### src/rtl/ti_adc_cal_pkg.sv
// Shared types and helpers for the time-interleaved ADC offset calibration
// controller: FSM state encoding, default geometry and saturating code math.
package ti_adc_cal_pkg;

    typedef enum logic [2:0] {
        ST_IDLE,
        ST_SETTLE,
        ST_ACCUM,
        ST_UPDATE,
        ST_DONE
    } cal_state_e;

    localparam int DEF_ADC_BITS  = 9;
    localparam int DEF_ACC_LOG2  = 6;
    localparam int DEF_MID_CODE  = 2 ** (DEF_ADC_BITS - 1);
    localparam int DEF_ACC_WIDTH = DEF_ADC_BITS + DEF_ACC_LOG2 + 1;

    // Offset-binary mid-code for a given word width.
    function automatic int mid_code(input int adc_bits);
        return 2 ** (adc_bits - 1);
    endfunction

    // One sign bit plus enough headroom for 2^acc_log2 full-scale errors.
    function automatic int acc_width(input int adc_bits, input int acc_log2);
        return adc_bits + acc_log2 + 1;
    endfunction

    // Add step, clamping at max_code.
    function automatic int unsigned sat_add(input int unsigned code,
                                            input int unsigned step,
                                            input int unsigned max_code);
        if (code > max_code - step)
            return max_code;
        return code + step;
    endfunction

    // Subtract step, clamping at zero.
    function automatic int unsigned sat_sub(input int unsigned code,
                                            input int unsigned step);
        if (code < step)
            return 0;
        return code - step;
    endfunction

endpackage

### src/rtl/ti_adc_os_cal_way.sv
// One interleaved way: signed error accumulator against mid-code, averaged
// deadband compare, and the vosp/vosn code pair with per-rail saturation.
module ti_adc_os_cal_way
    import ti_adc_cal_pkg::*;
#(
    parameter int ADC_BITS   = DEF_ADC_BITS,
    parameter int OSDAC_BITS = 8,
    parameter int OS_INIT    = 128,
    parameter int ACC_LOG2   = DEF_ACC_LOG2,
    parameter int DEADBAND   = 1,
    parameter int STEP       = 1
) (
    input  logic                  clk,
    input  logic                  rst_n,
    input  logic [ADC_BITS-1:0]   sample,
    input  logic                  acc_clr,
    input  logic                  acc_en,
    input  logic                  upd,
    input  logic                  conv_clr,
    input  logic                  load,
    input  logic [OSDAC_BITS-1:0] load_vosp,
    input  logic [OSDAC_BITS-1:0] load_vosn,
    output logic [OSDAC_BITS-1:0] vosp,
    output logic [OSDAC_BITS-1:0] vosn,
    output logic                  conv,
    output logic                  conv_now
);

    localparam int ACC_W = acc_width(ADC_BITS, ACC_LOG2);
    localparam int unsigned CODE_MAX = (2 ** OSDAC_BITS) - 1;
    localparam logic signed [ADC_BITS:0] MID = (ADC_BITS + 1)'(mid_code(ADC_BITS));
    localparam logic signed [ACC_W-1:0] DB_POS = ACC_W'(DEADBAND);
    localparam logic signed [ACC_W-1:0] DB_NEG = -DB_POS;

    logic signed [ADC_BITS:0] err;
    logic signed [ACC_W-1:0]  err_ext;
    logic signed [ACC_W-1:0]  acc_reg;
    logic signed [ACC_W-1:0]  avg;
    logic                     err_hi;
    logic                     err_lo;
    logic [OSDAC_BITS-1:0]    vosp_reg;
    logic [OSDAC_BITS-1:0]    vosn_reg;
    logic                     conv_reg;
    logic [OSDAC_BITS-1:0]    vosp_up;
    logic [OSDAC_BITS-1:0]    vosp_dn;
    logic [OSDAC_BITS-1:0]    vosn_up;
    logic [OSDAC_BITS-1:0]    vosn_dn;

    assign err      = $signed({1'b0, sample}) - MID;
    assign err_ext  = {{(ACC_W - ADC_BITS - 1){err[ADC_BITS]}}, err};
    assign avg      = acc_reg >>> ACC_LOG2;
    assign err_hi   = avg > DB_POS;
    assign err_lo   = avg < DB_NEG;
    assign conv_now = !err_hi && !err_lo;

    assign vosp_up = OSDAC_BITS'(sat_add(32'(vosp_reg), STEP, CODE_MAX));
    assign vosp_dn = OSDAC_BITS'(sat_sub(32'(vosp_reg), STEP));
    assign vosn_up = OSDAC_BITS'(sat_add(32'(vosn_reg), STEP, CODE_MAX));
    assign vosn_dn = OSDAC_BITS'(sat_sub(32'(vosn_reg), STEP));

    // Error accumulator: cleared while settling, summed during the window.
    always_ff @(posedge clk or negedge rst_n) begin
        if (!rst_n)
            acc_reg <= '0;
        else if (acc_clr)
            acc_reg <= '0;
        else if (acc_en)
            acc_reg <= acc_reg + err_ext;
    end

    // Offset codes: manual load when idle, otherwise one step against the error.
    always_ff @(posedge clk or negedge rst_n) begin
        if (!rst_n) begin
            vosp_reg <= OSDAC_BITS'(OS_INIT);
            vosn_reg <= OSDAC_BITS'(OS_INIT);
        end else if (load) begin
            vosp_reg <= load_vosp;
            vosn_reg <= load_vosn;
        end else if (upd) begin
            if (err_hi) begin
                vosp_reg <= vosp_dn;
                vosn_reg <= vosn_up;
            end else if (err_lo) begin
                vosp_reg <= vosp_up;
                vosn_reg <= vosn_dn;
            end
        end
    end

    // Converged flag reflects the most recent update decision.
    always_ff @(posedge clk or negedge rst_n) begin
        if (!rst_n)
            conv_reg <= 1'b0;
        else if (conv_clr)
            conv_reg <= 1'b0;
        else if (upd)
            conv_reg <= conv_now;
    end

    assign vosp = vosp_reg;
    assign vosn = vosn_reg;
    assign conv = conv_reg;

endmodule

### src/rtl/ti_adc_os_cal.sv
// Background offset calibration controller: sequences settle / accumulate /
// update iterations across all ways and decodes the manual code-write path.
module ti_adc_os_cal
    import ti_adc_cal_pkg::*;
#(
    parameter int ADC_WAYS   = 8,
    parameter int ADC_BITS   = DEF_ADC_BITS,
    parameter int OSDAC_BITS = 8,
    parameter int OS_INIT    = 128,
    parameter int ACC_LOG2   = DEF_ACC_LOG2,
    parameter int SETTLE_CYC = 4,
    parameter int DEADBAND   = 1,
    parameter int STEP       = 1,
    parameter int MAX_ITER   = 32
) (
    input  logic                          clk,
    input  logic                          rst_n,
    input  logic [ADC_BITS-1:0]           adc_data [0:ADC_WAYS-1],
    input  logic                          cal_start,
    input  logic                          cal_abort,
    input  logic                          cfg_wr,
    input  logic [$clog2(ADC_WAYS)-1:0]   cfg_way,
    input  logic [OSDAC_BITS-1:0]         cfg_vosp,
    input  logic [OSDAC_BITS-1:0]         cfg_vosn,
    output logic [OSDAC_BITS-1:0]         data_vosp [0:ADC_WAYS-1],
    output logic [OSDAC_BITS-1:0]         data_vosn [0:ADC_WAYS-1],
    output logic                          cal_busy,
    output logic                          cal_done,
    output logic [0:ADC_WAYS-1]           cal_conv,
    output logic [$clog2(MAX_ITER+1)-1:0] cal_iter
);

    localparam int WAY_W  = $clog2(ADC_WAYS);
    localparam int ITER_W = $clog2(MAX_ITER + 1);
    localparam int ACC_N  = 2 ** ACC_LOG2;
    localparam int CNT_W  = $clog2(ACC_N + SETTLE_CYC + 1);

    cal_state_e        state_reg, state_next;
    logic [CNT_W-1:0]  cnt_reg, cnt_next;
    logic [ITER_W-1:0] iter_reg, iter_next;
    logic              acc_clr, acc_en, upd, conv_clr, cfg_ok, busy;
    logic [0:ADC_WAYS-1] conv_now;

    assign busy = (state_reg == ST_SETTLE) || (state_reg == ST_ACCUM) ||
                  (state_reg == ST_UPDATE);

    // State, phase counter and iteration counter registers.
    always_ff @(posedge clk or negedge rst_n) begin
        if (!rst_n) begin
            state_reg <= ST_IDLE;
            cnt_reg   <= '0;
            iter_reg  <= '0;
        end else begin
            state_reg <= state_next;
            cnt_reg   <= cnt_next;
            iter_reg  <= iter_next;
        end
    end

    // Next-state and per-way strobes; abort overrides everything while busy.
    always_comb begin
        state_next = state_reg;
        cnt_next   = cnt_reg;
        iter_next  = iter_reg;
        acc_clr    = 1'b0;
        acc_en     = 1'b0;
        upd        = 1'b0;
        conv_clr   = 1'b0;
        cfg_ok     = 1'b0;
        case (state_reg)
            ST_IDLE, ST_DONE: begin
                cfg_ok = 1'b1;
                if (cal_start) begin
                    state_next = ST_SETTLE;
                    cnt_next   = '0;
                    iter_next  = '0;
                    conv_clr   = 1'b1;
                end
            end
            ST_SETTLE: begin
                acc_clr = 1'b1;
                if (cnt_reg == CNT_W'(SETTLE_CYC - 1)) begin
                    state_next = ST_ACCUM;
                    cnt_next   = '0;
                end else begin
                    cnt_next = cnt_reg + 1'b1;
                end
            end
            ST_ACCUM: begin
                acc_en = 1'b1;
                if (cnt_reg == CNT_W'(ACC_N - 1)) begin
                    state_next = ST_UPDATE;
                    cnt_next   = '0;
                end else begin
                    cnt_next = cnt_reg + 1'b1;
                end
            end
            ST_UPDATE: begin
                upd       = 1'b1;
                iter_next = iter_reg + 1'b1;
                if ((&conv_now) || (iter_reg == ITER_W'(MAX_ITER - 1)))
                    state_next = ST_DONE;
                else
                    state_next = ST_SETTLE;
            end
            default: state_next = ST_IDLE;
        endcase
        if (busy && cal_abort) begin
            state_next = ST_IDLE;
            cnt_next   = '0;
            iter_next  = iter_reg;
            acc_clr    = 1'b0;
            acc_en     = 1'b0;
            upd        = 1'b0;
        end
    end

    generate
        for (genvar gi = 0; gi < ADC_WAYS; gi++) begin : g_way
            logic load;
            // Way index decode; indices beyond the last way never match.
            assign load = cfg_ok && cfg_wr && (cfg_way == WAY_W'(gi));

            ti_adc_os_cal_way #(
                .ADC_BITS   (ADC_BITS),
                .OSDAC_BITS (OSDAC_BITS),
                .OS_INIT    (OS_INIT),
                .ACC_LOG2   (ACC_LOG2),
                .DEADBAND   (DEADBAND),
                .STEP       (STEP)
            ) u_way (
                .clk        (clk),
                .rst_n      (rst_n),
                .sample     (adc_data[gi]),
                .acc_clr    (acc_clr),
                .acc_en     (acc_en),
                .upd        (upd),
                .conv_clr   (conv_clr),
                .load       (load),
                .load_vosp  (cfg_vosp),
                .load_vosn  (cfg_vosn),
                .vosp       (data_vosp[gi]),
                .vosn       (data_vosn[gi]),
                .conv       (cal_conv[gi]),
                .conv_now   (conv_now[gi])
            );
        end
    endgenerate

    assign cal_busy = busy;
    assign cal_done = (state_reg == ST_DONE);
    assign cal_iter = iter_reg;

endmodule

### config.mk
export PLATFORM = sky130hd
export DESIGN_NAME = ti_adc_os_cal
export DESIGN_NICKNAME = d
export VERILOG_FILES = /design/src/rtl/ti_adc_cal_pkg.sv /design/src/rtl/ti_adc_os_cal_way.sv /design/src/rtl/ti_adc_os_cal.sv
export SDC_FILE = /design/constraint.sdc
export NUM_CORES = 1
export LEC_CHECK = 0
export CAP_MARGIN = 10
export CORE_AREA = 2 2 231 290
export CTS_BUF_LIST = sky130_fd_sc_hd__clkbuf_16
export DETAILED_ROUTE_END_ITERATION = 10
export DIE_AREA = 0 0 233 292
export PLACE_DENSITY = 0.6
export SYNTH_ARGS = -nofsm -noshare
export SYNTH_HDL_FRONTEND = slang
export SYNTH_SLANG_ARGS = --single-unit
### constraint.sdc
create_clock -name clk -period 2.6 [get_ports clk]
set_input_delay 0.26 -clock clk [delete_from_list [all_inputs] [get_ports clk]]
set_output_delay 0.26 -clock clk [all_outputs]
set_load 0.05 [all_outputs]
Run 1, pin placement:
Pins as bars across the die edge, other pins in grey.
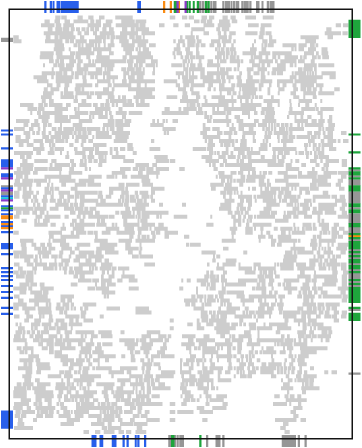
legend:
  data_vosp:
    colour: green
    pins: 64
    direction: output
    edge: 52 east, 8 north, 3 south, 1 west
  cal_conv:
    colour: orange
    pins: 8
    direction: output
    edge: 4 west, 3 north, 1 east
  adc_data:
    colour: blue
    pins: 72
    direction: input
    edge: 39 west, 20 north, 13 south
  cal_abort:
    colour: cyan
    pins: 1
    direction: input
    edge: west
  cal_iter:
    colour: purple
    pins: 6
    direction: output
    edge: 4 west, 2 north

Run 1, routed metal, one colour a layer:
The bar under the picture is 50 um long.
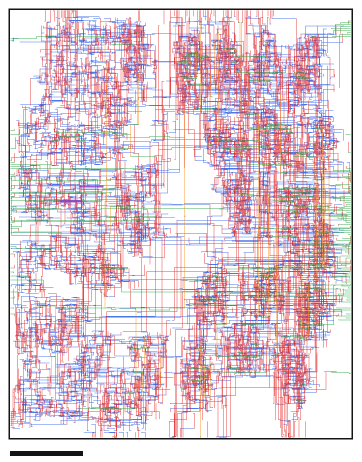
legend:
  met4:
    colour: orange
    wire_length: 2700 um
  met5:
    colour: purple
    wire_length: 28.5 um
  met1:
    colour: blue
    wire_length: 32.9 mm
  met3:
    colour: green
    wire_length: 4750 um
  met2:
    colour: red
    wire_length: 36.5 mm

Run 1, I/O nets highlighted:
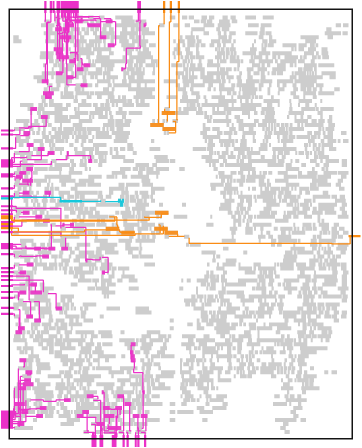
legend:
  adc_data:
    colour: magenta
    bits: 72
    direction: input
    edge: 39 west, 20 north, 13 south
    end_cells: 88
    buffers: 79
    wire: 2280 um
  cal_abort:
    colour: cyan
    bits: 1
    direction: input
    edge: west
    end_cells: 3
    buffers: 1
    wire: 79.2 um
  cal_conv:
    colour: orange
    bits: 8
    direction: output
    edge: 4 west, 3 north, 1 east
    end_cells: 8
    buffers: 8
    wire: 816 um

Run 1, placement view:
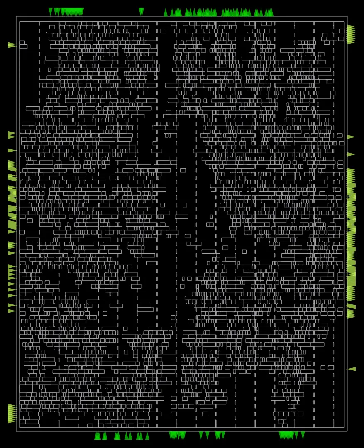
Fillers: 6462
Core Region: 65300 um^2

## run 1: final cells by class
cell class / count / area, um^2
Multi-Input combinational cell: 2347 / 15100
Tap cell: 856 / 1070
Timing Repair Buffer: 521 / 4680
Sequential cell: 280 / 7030
Fill cell: 6462 / 35900
Inverter: 63 / 236
Clock inverter: 28 / 226
Clock buffer: 39 / 976
## run 1: cell families after synthesis
| group | share of synthesized area |
|---|---|
| and+or+nand+nor | 0.224 |
| AOI/OAI and AO/OA | 0.271 |
| DFF | 0.310 |
| buffers and inverters | 0.0409 |
| adders and majority gates | 0.101 |
| xor gates and xnor gates | 0.0494 |
| muxes | 0.00458 |
## run 1: metrics by stage
stage                     utilization  setup TNS, ns  instance area [um^2]
final                           0.449              0                 29300
after global routing            0.449         -0.270                 29300
after CTS                       0.444       -0.00715                 29000
after detailed placement        0.425          -8.65                 27700
after global placement          0.425          -7.82                 27700
after floorplan                     -       -0.00212                 22700
## run 1: layout by cell type, fill, tap and decap left out, types with 16 or more instances in the layout
master           Yosys  final
nand2b_1            24     24
and2_1              20     20
nor4_1              27     24
clkdlybuf4s50_1      1    237
clkbuf_16            0     39
o211ai_1            22     22
o31ai_1             25     21
o21ai_0            347    337
ha_1               170    163
a21o_1              42     41
o22ai_1             38     38
a211oi_1            27     25
dfrtp_1            264    258
or3_1               42     41
xor2_1              62     62
xnor2_1             66     66
a21oi_1            171    161
dfstp_2             16     16
nor3_1             107    106
nand2_1            366    365
a22o_1              33     33
a31oi_1             54     49
nand4_1             23     23
and3_1              36     35
nor2_1             221    220
inv_1               63     65
nand3_1            102    102
o21a_1              23     23
a221oi_1            28     27
buf_4                9    269
## run 1: report_power, final
group,internal [mW],switching [mW]
registers,6.30,2.55
logic,11.7,17.9
clock network,3.10,2.16
total,21.1,22.6
==> reports/results.txt, run 1 <==
Worst setup EP type -> flop
Clk root buf -> clkbuf_16
Crit path DAT -> 3.02 ns
Residual DRC -> 0
Met1 global-route usage -> 0.281
Status -> completed
Via Count -> 23300
Most instantiated cells after synthesis -> nand2_1 (366), o21ai_0 (347), dfrtp_1 (264), nor2_1 (221), a21oi_1 (171)
CP bufs+invs -> 0
EDFF count, synth -> 0
WL/cell -> 18.6 um
Worst slew pin tran -> 0.894 ns
Initial drt markers -> 1585
Hold_ws -> 0.307 ns
Placed insts -> 4059
Flops after synth -> 280
Global-route wire length before repair -> 122000 um
Yosys chip area -> 22700 um^2
Overall routed net length -> 76900 um
Slowest stage delay, CP -> 0.44 ns
Initial antenna violation count -> 2
==> run 2: changes to the inputs <==
PLACE_DENSITY = 0.58   (was 0.6)
clock period = 2.5 ns   (was 2.6 ns; I/O delays follow)
==> reports/results.txt, run 2 <==
Status -> complete, but fails checks
Violated checks -> setup timing
CP bufs+invs -> 0 (unchanged)
Share of cells above drive strength 1 -> 0.179
Clk root buf -> clkbuf_16
Non-CTS buffers -> 580 (+11%)
Comb power frac -> 0.684 (+0.007)
Largest class -> logic gates
WL/cell -> 19.2 um (+3.2%)
Clock power share -> 0.121 (about the same)
Setup TNS -> -0.00692 ns (-0.00692 ns)
Data buffer area share -> 0.171 (+0.0114)
Fin area -> 30300 um^2 (+3.4%)
Most instantiated logic cells after routing -> nand2_1 (365), o21ai_0 (335), buf_4 (323)
Area taken by flip-flops and latches -> 7040 um^2 (about the same)
Fillers -> 6327 (-2.1%)
Initial drt markers -> 1488 (-6.1%)
EDFF count, synth -> 0 (unchanged)
Crit path DAT -> 2.93 ns (-0.09 ns)
Residual DRC -> 0 (unchanged)
Slowest stage delay, CP -> 0.45 ns (about the same)
Final clock-cell share -> 0.0424 (+0.00142)
Logic Gate Count -> 2347 (unchanged)
Initial antenna violation count -> 2 (unchanged)
Worst setup EP type -> flop
Logic share of the area -> 0.512 (-0.00383)
Placed insts -> 4102 (+1.1%)
Global-route wire length before repair -> 127000 um (+3.8%)
Internal power -> 23.2 mW (+9.8%)
Overall routed net length -> 80500 um (+4.7%)
Final-report setup violation count -> 1
Worst slew pin tran -> 0.936 ns (+0.0425 ns)
Core Region -> 65300 um^2 (unchanged)
Dpl cell area -> 28200 um^2 (+1.5%)
Top cell excl fill/tap -> nand2_1
Slack of the critical path -> -0.00692 ns
Yosys chip area -> 22700 um^2 (unchanged)
Inverters -> 63 (unchanged)
PostCTS Resize Cnt -> 54
P_sw -> 24.1 mW (+6.7%)
# clk buffers -> 39 (unchanged)
Flops after synth -> 280 (unchanged)
Tapcells -> 856 (unchanged)
Via Count -> 23900 (+2.9%)
Gate Area -> 15500 um^2 (+2.6%)
-- run 2: cell counts after synthesis --
No cell type changed its count.
-- run 2: final timing paths --
check                      depth (start not counted)                    endpoint  slack [ns]
max                                                9  g_way[4].u_way.acc_reg[15]      -0.007
min reg2reg                                        2         g_way[1].u_way.conv        0.48
max reg2reg                                        9  g_way[4].u_way.acc_reg[15]      -0.007
max in group asynchronous                          3      g_way[2].u_way.vosp[7]        1.49
min in group clk                                   3   g_way[3].u_way.acc_reg[0]        0.45
min                                                2   g_way[5].u_way.acc_reg[5]        0.23
-- run 2: power groups by stage --
stage	logic (mW)	clock network [mW]	registers (mW)
floorplan	16.5	0	11.9
global placement	30.1	0	9.01
detailed placement	30.7	0	9.08
CTS	31.3	5.93	9.05
global route	35.2	6.09	9.55
finish	32.4	5.74	9.23
-- run 2: stage by stage --
step           hold WS, ns  utilization  total power, mW
6_report             0.230        0.465             47.3
5_1_grt              0.259        0.465             50.8
4_1_cts              0.209        0.456             46.2
3_5_place_dp         0.221        0.431             39.8
3_3_place_gp         0.218        0.431             39.1
2_1_floorplan      -0.0456            -             28.4
-- run 2: cells by family after synthesis --
| family | after synthesis | synth area share |
|---|---|---|
| AOI/OAI and AO/OA | 967 | 0.271 |
| xor gates and xnor gates | 128 | 0.0494 |
| adders and majority gates | 178 | 0.101 |
| buffers and inverters | 217 | 0.0409 |
| DFF | 280 | 0.310 |
| muxes | 10 | 0.00458 |
| and+or+nand+nor | 1064 | 0.224 |
-- run 2: routing by layer --
metal | up-vias | part of all wire | track usage
met5 | - | 0.00037 | 0
met4 | 4 | 0.041 | 0.0963
met3 | 194 | 0.063 | 0.0428
met2 | 794 | 0.49 | 0.404
met1 | 11500 | 0.40 | 0.274
li1 | 11500 | - | -
Run 2, placement view:
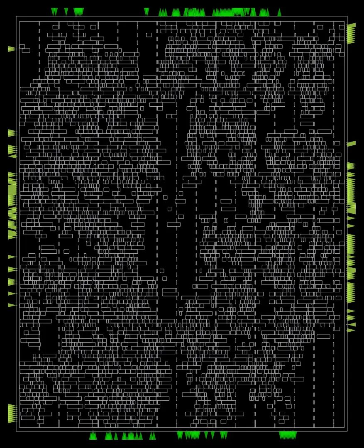
fin cells: 4193
sequential cells: 280
Seq/total area: 0.232

Run 2, clock distribution:
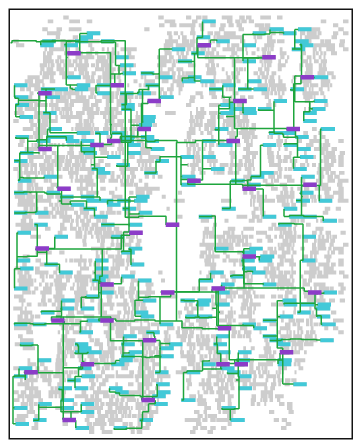
legend:
  cells driving clock nets:
    colour: purple
    count: 37
  flip-flops:
    colour: cyan
    count: 280
  clock wires:
    colour: green
    length: 5070 um
routed clock nets: 38
flops lie: all over the die

Power is estimated from default activity; no workload was simulated.
